==> config.mk <==
export PLATFORM = sky130hd
export DESIGN_NAME = hw_cpu_oci_dct_packer
export DESIGN_NICKNAME = d
export VERILOG_FILES = /design/src/rtl/hw_cpu_oci_dct_packer.sv
export SDC_FILE = /design/constraint.sdc
export NUM_CORES = 1
export LEC_CHECK = 0
export CORE_ASPECT_RATIO = 1.75
export CORE_MARGIN = 5
export CORE_UTILIZATION = 41
export CTS_BUF_LIST = sky130_fd_sc_hd__clkbuf_8
export DETAILED_ROUTE_END_ITERATION = 10
export PLACE_DENSITY = 0.6
export SYNTH_ARGS = -nofsm -noshare
export SYNTH_HDL_FRONTEND = slang
export SYNTH_SLANG_ARGS = --single-unit
==> constraint.sdc <==
create_clock -name clk -period 4.7 [get_ports clk]
set_clock_uncertainty 0.2 [all_clocks]
set_input_delay 0.47 -clock clk [delete_from_list [all_inputs] [get_ports clk]]
set_output_delay 0.47 -clock clk [all_outputs]
set_load 0.005 [all_outputs]
==> src/rtl/hw_cpu_oci_dct_packer.sv <==
//============================================================================
// Module   : hw_cpu_oci_dct_packer
// Brief    : Packs 3-bit trace symbols into 10-symbol (30-bit) frames with
//            flush, end-of-test drain and a one-deep output holding register.
//            Optional stall counter enabled by HW_CPU_OCI_DCT_OVFL_EN.
// Revision : 1.0 - initial release
//============================================================================
`default_nettype none

module hw_cpu_oci_dct_packer (
  input  logic        clk,
  input  logic        reset,
  input  logic        sym_valid,
  input  logic [2:0]  sym_data,
  output logic        sym_ready,
  input  logic        flush,
  input  logic        test_ending,
  input  logic        dct_ready,
  output logic        dct_valid,
  output logic [29:0] dct_buffer,
  output logic [3:0]  dct_count,
  output logic        test_has_ended
`ifdef HW_CPU_OCI_DCT_OVFL_EN
  ,
  output logic [7:0]  overflow_cnt
`endif
);

  localparam logic [3:0] C_FRAME_SYMS = 4'd10;

  typedef enum logic [1:0] {
    ST_RUN   = 2'd0,
    ST_DRAIN = 2'd1,
    ST_ENDED = 2'd2
  } state_t;

  state_t      r_state;
  logic [29:0] r_acc;
  logic [3:0]  r_acc_cnt;
  logic        r_flush_pend;
  logic        r_live;

  logic        w_accept;
  logic [29:0] w_sym_shift;
  logic [29:0] w_acc_next;
  logic [3:0]  w_acc_cnt_next;
  logic [3:0]  w_cnt_after;
  logic        w_out_free;
  logic        w_launch;
  logic        w_flush_req;
  logic        w_valid_next;
  state_t      w_state_next;

  // r_live keeps sym_ready low until the first edge after reset releases.
  assign sym_ready   = r_live && (r_state == ST_RUN) && (r_acc_cnt < C_FRAME_SYMS);
  assign w_accept    = sym_valid && sym_ready;

  assign w_sym_shift    = 30'(sym_data) << (5'd3 * {1'b0, r_acc_cnt});
  assign w_acc_next     = w_accept ? (r_acc | w_sym_shift) : r_acc;
  assign w_acc_cnt_next = r_acc_cnt + {3'd0, w_accept};

  assign w_out_free   = !dct_valid || dct_ready;
  assign w_launch     = ((w_acc_cnt_next == C_FRAME_SYMS) ||
                         (r_flush_pend && (w_acc_cnt_next != 4'd0))) && w_out_free;
  assign w_flush_req  = (flush || test_ending) && (r_state != ST_ENDED);
  assign w_valid_next = w_launch || (dct_valid && !dct_ready);
  assign w_cnt_after  = w_launch ? 4'd0 : w_acc_cnt_next;

  // Drain completes on the edge that leaves both accumulator and output empty.
  always_comb begin
    w_state_next = r_state;
    case (r_state)
      ST_RUN:   if (test_ending) w_state_next = ST_DRAIN;
      ST_DRAIN: if ((w_cnt_after == 4'd0) && !w_valid_next) w_state_next = ST_ENDED;
      ST_ENDED: w_state_next = ST_ENDED;
      default:  w_state_next = ST_RUN;
    endcase
  end

  always_ff @(posedge clk or posedge reset) begin
    if (reset) begin
      r_state        <= ST_RUN;
      r_live         <= 1'b0;
      r_acc          <= 30'd0;
      r_acc_cnt      <= 4'd0;
      r_flush_pend   <= 1'b0;
      dct_valid      <= 1'b0;
      dct_buffer     <= 30'd0;
      dct_count      <= 4'd0;
      test_has_ended <= 1'b0;
    end else begin
      r_state        <= w_state_next;
      r_live         <= 1'b1;
      test_has_ended <= (w_state_next == ST_ENDED);
      dct_valid      <= w_valid_next;

      if (w_launch) begin
        dct_buffer <= w_acc_next;
        dct_count  <= w_acc_cnt_next;
        r_acc      <= 30'd0;
        r_acc_cnt  <= 4'd0;
      end else begin
        r_acc      <= w_acc_next;
        r_acc_cnt  <= w_acc_cnt_next;
      end

      // An empty accumulator swallows the flush so no zero-length frame is sent.
      if (w_launch || (w_acc_cnt_next == 4'd0))
        r_flush_pend <= 1'b0;
      else if (w_flush_req)
        r_flush_pend <= 1'b1;
    end
  end

`ifdef HW_CPU_OCI_DCT_OVFL_EN
  always_ff @(posedge clk or posedge reset) begin
    if (reset)
      overflow_cnt <= 8'd0;
    else if (sym_valid && !sym_ready && (overflow_cnt != 8'hFF))
      overflow_cnt <= overflow_cnt + 8'd1;
  end
`endif

endmodule

`default_nettype wire

Routed metal, one color a layer:
(4 px per um)
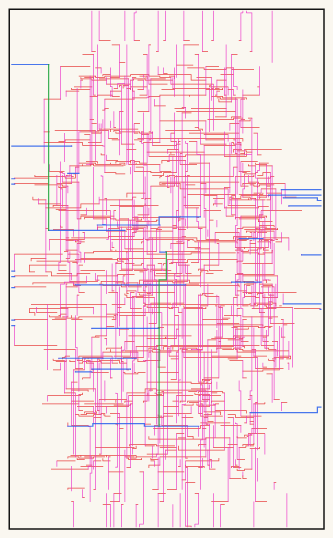
Key: blue = M3 [wire length 280 um]; green = M4 [wire length 86.8 um]; red = M1 [wire length 3290 um]; magenta = M2 [wire length 3880 um]
final routed wirelength across all metal layers: 7540 um
per-cell routed wire length: 16.8 um
GRT Overall Usage: 15.9%

==> summary.txt <==
Purpose: to document the outcome of synthesis and place and route.

Drt
The routed metal-1 wire length is 3290 um. The total met3 wirelength after detailed routing is 280 um. Using the TritonRoute via totals, the vias-per-cell ratio works out to 5.44. Per the post-route antenna check, the number of violating nets is 0.

Synthesis
Sequential cells were found to cover between 50% and 60% of the synthesized design area. For reference, compound AND-OR and OR-AND cells occupy 20.3% of the area reported after synthesis. Yosys stat counts between 300 and 400 cells in the synthesized netlist. The library cell with the highest instance count after synthesis is sky130_fd_sc_hd__dfrtp_1.

The post-synthesis chip area from yosys is 3350 um^2. The number of flops mapped to enable cells by yosys is 0. In this run, the synthesized area fraction spent on xor and xnor cells is recorded as 2.02%. The cell type with the highest aggregate area in the netlist is sky130_fd_sc_hd__dfrtp_1. The share of synthesized area in the top cell type comes to 55.3%.

The count of unique library cells instantiated by Yosys is between 40 and 50. The fraction of the mapped netlist area in simple logic gates is 12.6%. By area the synthesized netlist is led by sky130_fd_sc_hd__dfrtp_1 (55%), sky130_fd_sc_hd__o31ai_1 (5.6%), sky130_fd_sc_hd__o21ai_0 (4.8%). The total number of yosys warnings is 0.

The number of nets handed over by synthesis was 328.

Global route
The global routing usage on met2 is 26.2%. The number of antenna violations at the first check in global routing is 0. The maximum number of pins on one net before global-route repair is roughly 75. met3 track demand over resource after global routing is 4.10%. The wire length of the first global-routing pass is 12400 um.

Critical path
The launch instance of the worst register-to-register path is r_acc_cnt[2]$_DFF_PP0_. Logic depth along the worst register-to-register path is recorded as 12. The standard cell with the maximum stage delay on the critical path is sky130_fd_sc_hd__dfrtp_1. The total stage count of the critical path is 12.

The capture point of the worst register-to-register path is recorded as r_flush_pend$_DFFE_PP0P_. Data on the critical path is required at its endpoint by 4700 ps. Per STA, the highest per-stage delay on the worst path measures 490 ps. The capture point of the critical path is r_flush_pend$_DFFE_PP0P_. The critical path class is reg2reg. Along the worst path, the maximum fanout reaches 23.

Clocking
Post-CTS repair ended up resizing 0 cells. The level count of the clock H-tree is 3. The registers of the reported paths see a clock transition of 70 ps.

In this run the clock root is driven by a sky130_fd_sc_hd__clkbuf_8. The report puts the hold buffer count at CTS at 0. The CTS tree is built.

Cells and area
The plain and repair buffers instantiated in the layout total 49. Per the final report, the share of cell area in non-clock buffers is 11.8%. The fraction of cell area in multi-input combinational cells is reported as 34.1%. The dominant kind of cell by area is flip-flops and latches.

The share of final layout cell area taken by clock buffers and inverters is 4.84%. Counting the fill cells in the layout gives 739. The number of clock buffers in the layout is 10. The most common logic cells in the final layout are sky130_fd_sc_hd__dfrtp_1 (74), sky130_fd_sc_hd__clkdlybuf4s50_1 (45), sky130_fd_sc_hd__nor2_1 (35), sky130_fd_sc_hd__o21ai_0 (32), sky130_fd_sc_hd__a21oi_1 (29).

Floorplanning
The standard-cell row count is 43. The floorplan step records an initial core utilization of between 40% and 50%. The floorplan step set the die width to 78.3 um.

Placement
The post-detailed-placement cell area is a little under 4000 um^2.

Power and ir drop
In the power breakdown, the internal column shows 0.00132 W. The part of the power in the clock network is 24.3%. The switching power share of the total is 33.1%. The power of the sequential group is 0.000848 W.

The power dissipated by switching net loads is 0.000651 W. The total leakage power is between 1.5 and 2 nW. After layout, the design draws a total of 0.00197 W.

Final timing
Per the timing report, the achievable frequency comes out to between 200 and 300 MHz. The shortest period the worst path allows is 3570 ps. The final number of setup-violating endpoints is 0. The slew at the pin closest to its max-slew limit is 1110 ps.

The final-report hold violation count is 0. Hold timing on the final database bottoms out at a slack of 283 ps. The critical path in the final layout is reported with a setup slack of 1130 ps. The share of the cycle needed by the critical path after routing is 75.9%.

Hold path
Looking at hold timing, the worst path starts from r_acc[14]$_DFF_PP0_. The endpoint of the worst hold-timing path is r_acc[14]$_DFF_PP0_.

Job
The report counts max-capacitance violations totalling 0.

Outcome
The flow ran to the end, and the final reports show no timing, DRC or antenna violations.
Clock nets:
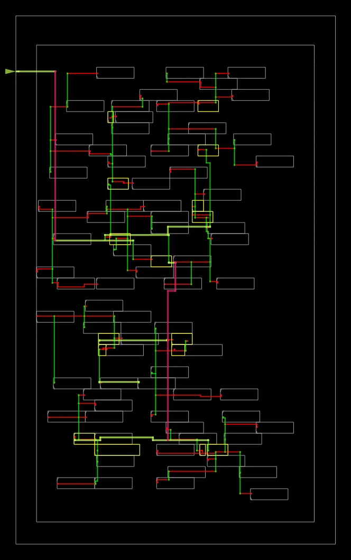
Skew-Pair Late Insertion Delay: 340 ps
clock sink count: 74
power attributed to the clock group: 0.000478 W

Power is estimated from default activity; no workload was simulated.
